===== config.mk =====
export PLATFORM = sky130hd
export DESIGN_NAME = sprite_ram_mp
export DESIGN_NICKNAME = d
export VERILOG_FILES = /design/src/rtl/sprite_ram_mp.sv
export SDC_FILE = /design/constraint.sdc
export NUM_CORES = 1
export LEC_CHECK = 0
export CORE_ASPECT_RATIO = 1.75
export CORE_MARGIN = 4
export CORE_UTILIZATION = 55
export CTS_CLUSTER_SIZE = 24
export DETAILED_ROUTE_END_ITERATION = 16
export PLACE_DENSITY_LB_ADDON = 0.08
export SETUP_SLACK_MARGIN = 0.15
export SLEW_MARGIN = 15
export SYNTH_ARGS = -nofsm -noshare
export SYNTH_HDL_FRONTEND = slang
export SYNTH_SLANG_ARGS = --single-unit

===== constraint.sdc =====
create_clock -name clk -period 2.39 [get_ports clk]
set_input_delay 0.3585 -clock clk [delete_from_list [all_inputs] [get_ports clk]]
set_output_delay 0.3585 -clock clk [all_outputs]
set_load 0.02 [all_outputs]

===== src/rtl/sprite_ram_mp.sv =====
// rtl/sprite_ram_mp.sv - multi-read-port sprite attribute RAM with lane enables and clear engine
//
// Ports:
//   clk          system clock, all logic on the rising edge
//   reset        synchronous active-high reset; restarts the clear engine
//   clear_req    one-cycle request to fill every entry with CLEAR_VALUE
//   clear_busy   high while the clear engine owns the array
//   we1          write enable
//   write_addr1  write address
//   data1        write data
//   be1          per-lane write enables, bit i covers data1[i*LANE_WIDTH +: LANE_WIDTH]
//   write_drop   one-cycle pulse after a write was discarded during a clear
//   re           per-port read enable
//   read_addr    packed read addresses, port k at [k*ADDR_WIDTH +: ADDR_WIDTH]
//   q            packed registered read data, port k at [k*DATA_WIDTH +: DATA_WIDTH]
//   q_valid      per-port valid, registered alongside q
module sprite_ram_mp #(
   parameter int                    DATA_WIDTH  = 8,
   parameter int                    ADDR_WIDTH  = 6,
   parameter int                    NUM_RD      = 2,
   parameter int                    LANE_WIDTH  = 8,
   parameter bit                    RDW_NEW     = 1'b0,
   parameter logic [DATA_WIDTH-1:0] CLEAR_VALUE = '0
) (
   input  logic                           clk,
   input  logic                           reset,
   input  logic                           clear_req,
   output logic                           clear_busy,
   input  logic                           we1,
   input  logic [ADDR_WIDTH-1:0]          write_addr1,
   input  logic [DATA_WIDTH-1:0]          data1,
   input  logic [DATA_WIDTH/LANE_WIDTH-1:0] be1,
   output logic                           write_drop,
   input  logic [NUM_RD-1:0]              re,
   input  logic [NUM_RD*ADDR_WIDTH-1:0]   read_addr,
   output logic [NUM_RD*DATA_WIDTH-1:0]   q,
   output logic [NUM_RD-1:0]              q_valid
);

   localparam int LANES = DATA_WIDTH / LANE_WIDTH;
   localparam int DEPTH = 2 ** ADDR_WIDTH;
   localparam logic [ADDR_WIDTH:0] CLR_LAST = (ADDR_WIDTH + 1)'(DEPTH - 1);

   typedef enum logic {
      ST_IDLE  = 1'b0,
      ST_CLEAR = 1'b1
   } state_t;

   state_t                state;
   state_t                state_nxt;
   // One extra bit so the counter never wraps back into the array range.
   logic [ADDR_WIDTH:0]   clr_addr;
   logic [ADDR_WIDTH:0]   clr_addr_nxt;

   always_ff @(posedge clk) begin
      if (reset) begin
         state    <= ST_CLEAR;
         clr_addr <= '0;
      end else begin
         state    <= state_nxt;
         clr_addr <= clr_addr_nxt;
      end
   end

   always_comb begin
      state_nxt    = state;
      clr_addr_nxt = clr_addr;
      case (state)
         ST_IDLE: begin
            if (clear_req) begin
               state_nxt    = ST_CLEAR;
               clr_addr_nxt = '0;
            end
         end
         ST_CLEAR: begin
            // clear_req is deliberately ignored here: a clear never restarts or extends.
            clr_addr_nxt = clr_addr + (ADDR_WIDTH + 1)'(1);
            if (clr_addr == CLR_LAST) begin
               state_nxt = ST_IDLE;
            end
         end
      endcase
   end

   assign clear_busy = (state == ST_CLEAR);

   logic in_idle;
   logic clearing;
   assign in_idle  = !reset && (state == ST_IDLE);
   assign clearing = !reset && (state == ST_CLEAR);

   // Shared write port: the clear engine takes priority over we1.
   logic                  wr_en;
   logic [ADDR_WIDTH-1:0] wr_addr;
   logic [DATA_WIDTH-1:0] wr_data;
   logic [LANES-1:0]      wr_be;

   always_comb begin
      wr_en   = clearing || (in_idle && we1);
      wr_addr = write_addr1;
      wr_data = data1;
      wr_be   = be1;
      if (clearing) begin
         wr_addr = clr_addr[ADDR_WIDTH-1:0];
         wr_data = CLEAR_VALUE;
         wr_be   = '1;
      end
   end

   always_ff @(posedge clk) begin
      if (reset) begin
         write_drop <= 1'b0;
      end else begin
         write_drop <= we1 && (state == ST_CLEAR);
      end
   end

   // Each read port owns a private bank (one simple dual-port RAM per lane),
   // all banks written in parallel so they hold identical contents.
   for (genvar k = 0; k < NUM_RD; k++) begin : g_port
      logic [ADDR_WIDTH-1:0] raddr;
      logic                  rd_fire;
      logic                  rdw_hit;
      logic                  v;

      assign raddr   = read_addr[k*ADDR_WIDTH +: ADDR_WIDTH];
      assign rd_fire = in_idle && re[k];
      assign rdw_hit = in_idle && we1 && (raddr == write_addr1);

      always_ff @(posedge clk) begin
         if (reset) begin
            v <= 1'b0;
         end else begin
            v <= rd_fire;
         end
      end
      assign q_valid[k] = v;

      for (genvar l = 0; l < LANES; l++) begin : g_lane
         logic [LANE_WIDTH-1:0] mem [DEPTH];
         logic [LANE_WIDTH-1:0] q_lane;

         always_ff @(posedge clk) begin
            if (wr_en && wr_be[l]) begin
               mem[wr_addr] <= wr_data[l*LANE_WIDTH +: LANE_WIDTH];
            end
         end

         // The array read is always read-first; new-data behaviour is a
         // bypass mux on the output register so the array stays inferable.
         always_ff @(posedge clk) begin
            if (reset) begin
               q_lane <= '0;
            end else if (rd_fire) begin
               if (RDW_NEW && rdw_hit && be1[l]) begin
                  q_lane <= data1[l*LANE_WIDTH +: LANE_WIDTH];
               end else begin
                  q_lane <= mem[raddr];
               end
            end
         end

         assign q[k*DATA_WIDTH + l*LANE_WIDTH +: LANE_WIDTH] = q_lane;
      end
   end

endmodule


power_grid.png
Pins as bars on the die edge.
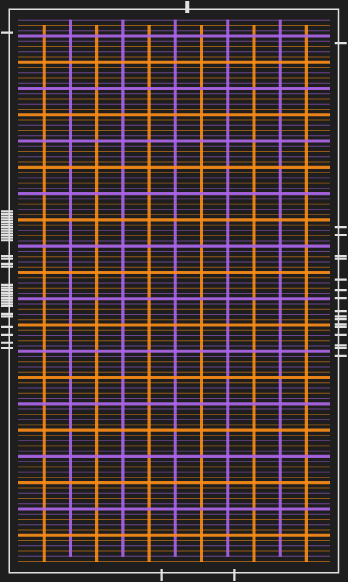
Key: purple = VDD; orange = VSS
20 straps on met5. 104 met1 rails follow the rows.
peak supply drop: 0.0006328 V
die y size: 290.9 um

flops_by_reg.png
Other sequential cells in the stronger gray, the rest of the logic in the fainter gray.
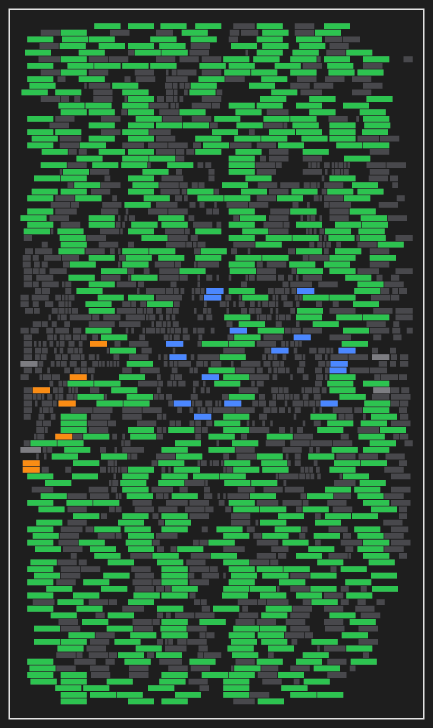
Key: green = g_port.g_lane.mem [placed flops 512, where widely spread]; orange = clr_addr [placed flops 7, where left middle]; blue = g_port.g_lane.q_lane [placed flops 16]
Sequential cell area: 15920 um2
fraction of area in registers: 54.42%

clocks.png
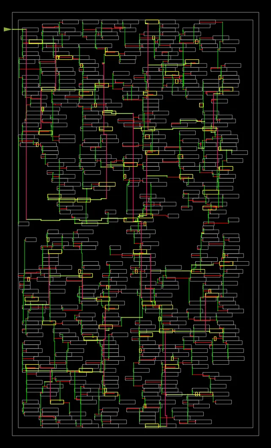
TritonCTS Buffers: 46
Clock Latency Late Sink: 570 ps

layer_met1.png
Supply wires on this layer in gray.
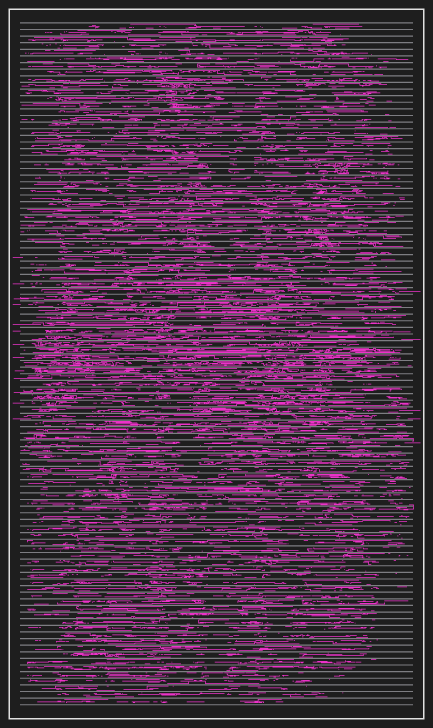
The wires run mostly horizontal. The layer holds 34% of the routed length. The layer carries 25.3 mm of wire. The longest straight run is 48.3 um. 1520 nets have wire on it.
met1 GRT Util: 37.45%
final wirelength: 74.20 mm
Vias: 15050

-- synthesized netlist by cell type (2+ instances only) --
master / n / area share, %
o21ai_1: 18 / 0.36
mux2_2: 5 / 0.22
o21a_1: 6 / 0.18
o31ai_1: 2 / 0.060
mux4_2: 255 / 23
dfxtp_1: 27 / 2.1
buf_4: 22 / 0.66
buf_2: 33 / 0.66
nor3_1: 6 / 0.12
inv_1: 5 / 0.075
o21bai_1: 3 / 0.090
or2_2: 5 / 0.12
o22ai_1: 34 / 0.85
nor2_1: 110 / 1.6
a21oi_1: 11 / 0.22
clkbuf_1: 18 / 0.27
and4bb_2: 2 / 0.099
mux2i_1: 56 / 2.2
nor3b_1: 2 / 0.060
edfxtp_1: 512 / 61
nand3b_1: 2 / 0.060
o22a_1: 5 / 0.17
nand3_1: 30 / 0.60
nor2b_1: 4 / 0.099
nand2_1: 48 / 0.72
nand4_1: 3 / 0.075
o221ai_1: 21 / 0.73
buf_6: 14 / 0.63
and2_1: 10 / 0.25
o2111ai_1: 3 / 0.10
o21ai_0: 24 / 0.48
nand2b_1: 15 / 0.37
a22oi_1: 16 / 0.48
buf_1: 7 / 0.10
or3b_2: 2 / 0.070
a221oi_1: 8 / 0.28
xnor2_1: 2 / 0.070
a32oi_1: 5 / 0.17
xor2_1: 2 / 0.070
-- critical path, stage by stage, from the launching register on --
cell	delay, ps
dfxtp_4	370
nor2_1	120
a32oi_1	150
nor2_2	320
buf_4	170
nand2_1	40
buf_4	150
buf_4	180
nor2_1	220
buf_4	230
-- metal layers --
layer  global-route usage (%)  routed length [um]  vias to the layer above
met5                        0                   0                        -
met2                    52.25               38980                      802
met3                    3.438                4823                      192
met1                    37.45               25260                     7880
met4                    16.76                5137                        0
li1                         -                   -                     6179
-- cells by family (layout without fill, tap and decap cells) --
logic type | count (synthesis) | after routing
compound gates | 158 | 158
xor+xnor | 4 | 4
fa+ha+maj | 1 | 1
buf+inv | 100 | 348
flops | 539 | 539
mux | 317 | 317
simple gates | 243 | 243
-- flip-flops by register name (all words and copies together) (netlist names) --
register              flops
g_port.g_lane.mem       512
g_port.v                  2
clear_busy                1
clr_addr                  7
g_port.g_lane.q_lane     16
write_drop                1
-- per-stage QoR --
step | power [mW] | setup TNS, ps
floorplan | 11.68 | 0
detailed placement | 12.49 | -94730
global placement | 12.47 | -78660
finish | 19.66 | 0
global route | 20.25 | 0
CTS | 19.76 | 0
-- final timing paths --
check | end | slack [ps] | cells after the start | from
worst max register to register | g_port[1].g_lane[0].mem[40][0] | 160 | 9 | clear_busy
worst min-delay path | write_drop | 450 | 2 | we1
worst min register to register | g_port[0].g_lane[0].q_lane[4] | 510 | 2 | g_port[0].g_lane[0].q_lane[4]
worst max-delay path | g_port[1].g_lane[0].mem[40][0] | 160 | 9 | clear_busy
-- power by group through the flow --
stage	Sequential [mW]	Clock [mW]	Combinational, mW
after global routing	10.4	7.87	1.97
after CTS	10.4	7.46	1.88
final	10.4	7.34	1.90
after detailed placement	10.6	0	1.87
after global placement	10.6	0	1.86
after floorplan	10.6	0	1.06
-- timing repair --
item | in CTS | in global routing
setup endpoints to repair | 265 | 332
gates resized | 16 | 8
pin swaps | 0 | 1
==> impl_metrics.toml <==
# physical design summary
[finish]
inverters_excl_clock = 5
fillers = 3113
nNetsFinal = 1610
buffer_area_share_pct = 8.444
largest_class = "flip-flops and latches"

[grt]
antenna_found_initial = 0

[clocking]
cts-hold-fix-buffers = 0
cts_tree = "yes"
cts_htree_levels = 2

[synth]
xor_area_share_pct = 0.1393
synth_seq_share_pct = 63.28
ff_type = "edfxtp_1"
synth-edff-count = 512
synth.distinct_cells = 48
syn-instance-count = 1362
yosys_warnings = 0
simple_gate_area_share_pct = 4.428
topCombFamilyByArea = "multiplexers"

[drt]
viasPerCell = 6.883
drt-initial-drc-count = 1693
drc = 0

[final_timing]
hold_viol_final = 0
post-route-period-util_pct = 93.36
max_slew.worst_pin.slew_ps = 751.5
min_period_ps = 2231
setup-violations-final = 0

[outcome]
outcome = "complete, no violations"

[die]
rows = 103
initCoreUtil_pct = 55.60

[worst_setup_path]
crit_path_end_kind = "flop"
arrival_ps = 2510

[placement]
routabilityCongestion = 1.007
hpwl_mm = 53.84
Power is estimated from default activity; no workload was simulated.
